**config.mk**
```make
export PLATFORM = sky130hd
export DESIGN_NAME = change_dispenser_flat
export DESIGN_NICKNAME = d
export VERILOG_FILES = /design/src/rtl/change_dispenser_if.sv /design/src/rtl/change_dispenser.sv /design/src/flat_wrapper.sv
export SDC_FILE = /design/constraint.sdc
export NUM_CORES = 1
export LEC_CHECK = 0
export CAP_MARGIN = 40
export CELL_PAD_IN_SITES_DETAIL_PLACEMENT = 1
export CELL_PAD_IN_SITES_GLOBAL_PLACEMENT = 1
export CORE_UTILIZATION = 39
export CTS_CLUSTER_DIAMETER = 30
export DETAILED_ROUTE_END_ITERATION = 8
export HOLD_SLACK_MARGIN = 0.06
export MAX_ROUTING_LAYER = met4
export PLACE_DENSITY_LB_ADDON = 0.3
export SLEW_MARGIN = 20
export SYNTH_ARGS = -nofsm -noshare
export SYNTH_HDL_FRONTEND = slang
export SYNTH_SLANG_ARGS = --single-unit
```
**constraint.sdc**
```tcl
create_clock -name clk -period 3.6 [get_ports clk]
set_input_delay 0.9 -clock clk [delete_from_list [all_inputs] [get_ports clk]]
set_output_delay 0.9 -clock clk [all_outputs]
set_load 0.03 [all_outputs]
```
**src/rtl/change_dispenser_if.sv**
```systemverilog
// Bundle of vending-core / coin-hopper signals for change_dispenser.
// The master side is the vending core plus hopper board; the slave side is the dispenser.
interface change_dispenser_if #(
    parameter int WIDTH = 3
);
    logic             vend;
    logic [WIDTH-1:0] change;
    logic             refill;
    logic             coin_ack;
    logic             eject_big;
    logic             eject_small;
    logic             busy;
    logic             done;
    logic [WIDTH-1:0] remaining;
    logic [3:0]       big_left;
    logic             fault;

    modport master (
        output vend, change, refill, coin_ack,
        input  eject_big, eject_small, busy, done, remaining, big_left, fault
    );

    modport slave (
        input  vend, change, refill, coin_ack,
        output eject_big, eject_small, busy, done, remaining, big_left, fault
    );
endinterface

```
**src/rtl/change_dispenser.sv**
```systemverilog
// Greedy coin payout engine: big coins while stocked, then small coins, one ack per coin.
// Optional ack-timeout fault is enabled by defining CHANGE_DISP_TIMEOUT_EN.
module change_dispenser #(
    parameter int WIDTH        = 3,
    parameter int BIG_VAL      = 2,
    parameter int HOPPER_DEPTH = 8,
    parameter int PULSE_CYCLES = 2,
    parameter int ACK_TIMEOUT  = 15
) (
    input logic               clk,
    input logic               rst,
    change_dispenser_if.slave bus
);
    localparam logic [2:0] S_IDLE     = 3'd0;
    localparam logic [2:0] S_SELECT   = 3'd1;
    localparam logic [2:0] S_PULSE    = 3'd2;
    localparam logic [2:0] S_WAIT_ACK = 3'd3;
    localparam logic [2:0] S_DONE     = 3'd4;
`ifdef CHANGE_DISP_TIMEOUT_EN
    localparam logic [2:0] S_FAULT    = 3'd5;
    localparam int         TW         = $clog2(ACK_TIMEOUT + 1);
`endif
    localparam int PW = $clog2(PULSE_CYCLES + 1);

    logic [2:0]       state_r;
    logic             sel_big_r;
    logic [PW-1:0]    pulse_cnt_r;
    logic             eject_big_r;
    logic             eject_small_r;
    logic             busy_r;
    logic             done_r;
    logic [WIDTH-1:0] remaining_r;
    logic [3:0]       big_left_r;
    logic [WIDTH-1:0] coin_val_s;
    logic [WIDTH-1:0] rem_next_s;
    logic             take_big_s;
`ifdef CHANGE_DISP_TIMEOUT_EN
    logic [TW-1:0]    to_cnt_r;
    logic             fault_r;
`endif

    // A big coin is only picked when it cannot overshoot the amount owed
    assign coin_val_s = sel_big_r ? WIDTH'(BIG_VAL) : WIDTH'(1);
    assign rem_next_s = remaining_r - coin_val_s;
    assign take_big_s = (remaining_r >= WIDTH'(BIG_VAL)) && (big_left_r != 4'd0);

    // Payout sequencer and all registered outputs
    always_ff @(posedge clk) begin
        if (rst) begin
            state_r       <= S_IDLE;
            sel_big_r     <= 1'b0;
            pulse_cnt_r   <= PW'(0);
            eject_big_r   <= 1'b0;
            eject_small_r <= 1'b0;
            busy_r        <= 1'b0;
            done_r        <= 1'b0;
            remaining_r   <= WIDTH'(0);
            big_left_r    <= 4'(HOPPER_DEPTH);
`ifdef CHANGE_DISP_TIMEOUT_EN
            to_cnt_r      <= TW'(0);
            fault_r       <= 1'b0;
`endif
        end else begin
            done_r <= 1'b0;
            case (state_r)
                S_IDLE: begin
                    if (bus.vend) begin
                        if (bus.change != WIDTH'(0)) begin
                            remaining_r <= bus.change;
                            busy_r      <= 1'b1;
                            state_r     <= S_SELECT;
                        end else begin
                            done_r  <= 1'b1;
                            state_r <= S_DONE;
                        end
                    end else if (bus.refill) begin
                        big_left_r <= 4'(HOPPER_DEPTH);
                    end
                end
                S_SELECT: begin
                    sel_big_r     <= take_big_s;
                    eject_big_r   <= take_big_s;
                    eject_small_r <= ~take_big_s;
                    pulse_cnt_r   <= PW'(0);
                    state_r       <= S_PULSE;
                end
                S_PULSE: begin
                    if (pulse_cnt_r == PW'(PULSE_CYCLES - 1)) begin
                        eject_big_r   <= 1'b0;
                        eject_small_r <= 1'b0;
`ifdef CHANGE_DISP_TIMEOUT_EN
                        to_cnt_r      <= TW'(0);
`endif
                        state_r       <= S_WAIT_ACK;
                    end else begin
                        pulse_cnt_r <= pulse_cnt_r + PW'(1);
                    end
                end
                S_WAIT_ACK: begin
                    if (bus.coin_ack) begin
                        remaining_r <= rem_next_s;
                        if (sel_big_r && (big_left_r != 4'd0)) begin
                            big_left_r <= big_left_r - 4'd1;
                        end
                        if (rem_next_s == WIDTH'(0)) begin
                            done_r  <= 1'b1;
                            state_r <= S_DONE;
                        end else begin
                            state_r <= S_SELECT;
                        end
`ifdef CHANGE_DISP_TIMEOUT_EN
                    end else if (to_cnt_r == TW'(ACK_TIMEOUT - 1)) begin
                        fault_r <= 1'b1;
                        state_r <= S_FAULT;
                    end else begin
                        to_cnt_r <= to_cnt_r + TW'(1);
`endif
                    end
                end
                S_DONE: begin
                    busy_r  <= 1'b0;
                    state_r <= S_IDLE;
                end
`ifdef CHANGE_DISP_TIMEOUT_EN
                // Latched until rst: remaining stays frozen and nothing is ejected
                S_FAULT: begin
                    fault_r <= 1'b1;
                    busy_r  <= 1'b1;
                end
`endif
                default: begin
                    eject_big_r   <= 1'b0;
                    eject_small_r <= 1'b0;
                    busy_r        <= 1'b0;
                    state_r       <= S_IDLE;
                end
            endcase
        end
    end

    assign bus.eject_big   = eject_big_r;
    assign bus.eject_small = eject_small_r;
    assign bus.busy        = busy_r;
    assign bus.done        = done_r;
    assign bus.remaining   = remaining_r;
    assign bus.big_left    = big_left_r;
`ifdef CHANGE_DISP_TIMEOUT_EN
    assign bus.fault       = fault_r;
`else
    assign bus.fault       = 1'b0;
`endif
endmodule

```
**src/flat_wrapper.sv**
```systemverilog
// flat-port wrapper written by rule: the top's interface ports become plain ports
module change_dispenser_flat 
#(
    parameter int WIDTH        = 3,
    parameter int BIG_VAL      = 2,
    parameter int HOPPER_DEPTH = 8,
    parameter int PULSE_CYCLES = 2,
    parameter int ACK_TIMEOUT  = 15
)
  (clk, rst, bus_vend, bus_change, bus_refill, bus_coin_ack, bus_eject_big, bus_eject_small, bus_busy, bus_done, bus_remaining, bus_big_left, bus_fault);
  change_dispenser_if #(.WIDTH(WIDTH)) bus_i ();
  input logic clk;
  input logic rst;
  input wire logic [$bits(bus_i.vend)-1:0] bus_vend;
  input wire logic [$bits(bus_i.change)-1:0] bus_change;
  input wire logic [$bits(bus_i.refill)-1:0] bus_refill;
  input wire logic [$bits(bus_i.coin_ack)-1:0] bus_coin_ack;
  output wire logic [$bits(bus_i.eject_big)-1:0] bus_eject_big;
  output wire logic [$bits(bus_i.eject_small)-1:0] bus_eject_small;
  output wire logic [$bits(bus_i.busy)-1:0] bus_busy;
  output wire logic [$bits(bus_i.done)-1:0] bus_done;
  output wire logic [$bits(bus_i.remaining)-1:0] bus_remaining;
  output wire logic [$bits(bus_i.big_left)-1:0] bus_big_left;
  output wire logic [$bits(bus_i.fault)-1:0] bus_fault;
  assign bus_i.vend = bus_vend;
  assign bus_i.change = bus_change;
  assign bus_i.refill = bus_refill;
  assign bus_i.coin_ack = bus_coin_ack;
  assign bus_eject_big = bus_i.eject_big;
  assign bus_eject_small = bus_i.eject_small;
  assign bus_busy = bus_i.busy;
  assign bus_done = bus_i.done;
  assign bus_remaining = bus_i.remaining;
  assign bus_big_left = bus_i.big_left;
  assign bus_fault = bus_i.fault;
  change_dispenser #(.WIDTH(WIDTH), .BIG_VAL(BIG_VAL), .HOPPER_DEPTH(HOPPER_DEPTH), .PULSE_CYCLES(PULSE_CYCLES), .ACK_TIMEOUT(ACK_TIMEOUT)) u_core (.clk(clk), .rst(rst), .bus(bus_i));
endmodule
```
==> run_results.csv <==
group,metric,value,unit
yosys,mux_share,1.009,%
run_status,status,"completed",
final_layout,buffer_area_share,15.17,%
place,post-place-ws,1087,ps
place,dp.cells,158,
yosys,synth_area_per_cell,8.268,um2
clock_network,cts_setup_buffers,0,
final_layout,num-nets-final,147,
die,taps,28,
yosys,edf_count,0,
global_routing,antenna_found_initial,0,
yosys,yosysWarnings,0,
pwr,total_power,444.6,uW
critical_path,cp.depth,1,
final_layout,area_delta_synth_final,19.67,%
final_layout,comb_share,48.68,%
final_timing,worstMarginPinSlew,696.5,ps
critical_path,arrival,1450,ps
pwr,p_leak,0.4167,nW
critical_path,worstSetupPathType,"reg2out",
final_timing,slew_headroom,53.42,%
clock_network,cts_root_buffer,"clkbuf_4",
final_layout,antenna_cells,0,
final_layout,largestClassByArea,"combinational gates",
yosys,adder_share,5.801,%
global_routing,grt_overflow_total,0,
yosys,synth_top_cell_by_count,"dfxtp_1",
hold_path,holdPathStages,2,
global_routing,grt_pass1_vias,988,
final_timing,fmax,426.4,MHz
final_layout,signal_buffers,18,
run,warnings,26,
critical_path,cp-startpoint,"u_core.bus.big_left[3]",
yosys,synth-compound-area-share,22.32,%
final_timing,holdWs,505.4,ps
critical_path,endpoint_kind,"primary output",
hold_path,min_from,"u_core.bus.eject_small",
detailed_routing,post_drt_wl_per_cell,16.36,um
yosys,yosys-top-cells-area,"dfxtp_1, a21oi_1, ha_1",
place,dpl_cell_area,1160,um2
yosys,synth_seq_share,34.30,%
final_layout,layout_top_cells,"clkdlybuf4s50_1, dfxtp_1, a21oi_1",
[logic make-up (layout without fill, tap and decap cells)]
logic type	count (synthesis)	in the layout
AND-OR/OR-AND	35	35
XOR/XNOR	1	1
adder cells (fa/ha/maj)	4	4
buffers and inverters	15	29
flip-flops	17	17
multiplexers	1	1
other	1	1
AND/OR/NAND/NOR	46	46
[layer usage]
metal / track usage [%] / share of wire [%] / vias up
met5: - / 0 / -
met4: 9.649 / 0.75 / 0
met3: 2.609 / 3.2 / 2
met2: 36.50 / 47 / 17
met1: 27.69 / 49 / 458
li1: - / - / 460
[report_power, final]
part	total (mW)	internal, mW	switching [mW]	leakage [nW]
clock network	0.103	0.0413	0.0617	0.0177
registers	0.222	0.201	0.0211	0.139
logic	0.120	0.0533	0.0668	0.260
total	0.445	0.295	0.149	0.417
power_grid.png
The bar under the picture is 20 um long. Pins as bars on the die edge.
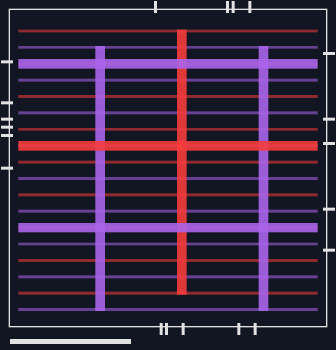
Key: purple = VSS; red = VDD
3 straps on met5. 3 straps on met4. 18 met1 rails follow the rows. The core has 17 rows. 20 signal pins sit on the boundary.

placement_by_type.png
Fill, decap, tap and diode cells in gray.
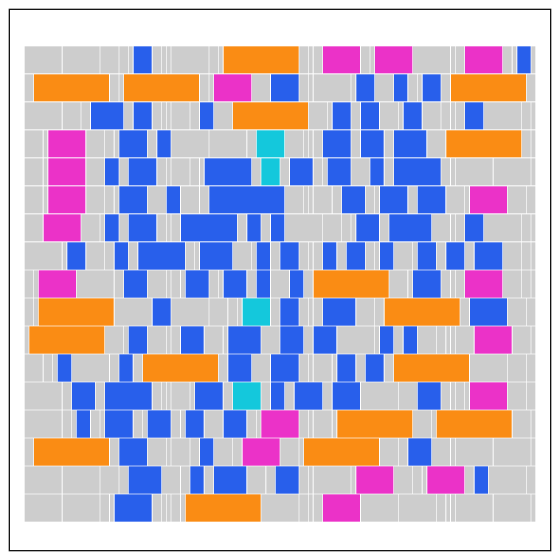
Key: blue = combinational and other logic [cells 95]; orange = flops [cells 17]; cyan = clock drivers and dummy loads [cells 4]; magenta = other buffers and delay cells [cells 18]
FP Rows: 17
Seq area share: 28.66%
Core Box Area: 2297 um2

clk_routes.png
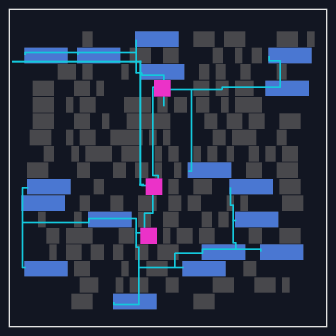
Key: cyan = clock wires [length 239 um]; magenta = clock drivers [count 3]; blue = flip-flops [count 17]
There are 4 routed clock nets.
Clock power frac: 23.2%
Setup Skew: 5.084 ps
Clock Latency Late Sink: 290 ps
clk pwr: 103 uW

wires.png
The bar under the picture is 20 um long. Only two layers are drawn.
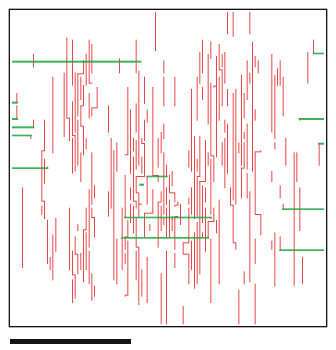
Key: red = metal 2 [wire length 1250 um]; green = metal 3 [wire length 86.7 um]

Power figures rest on the tool's default switching activity, not on a simulated workload.
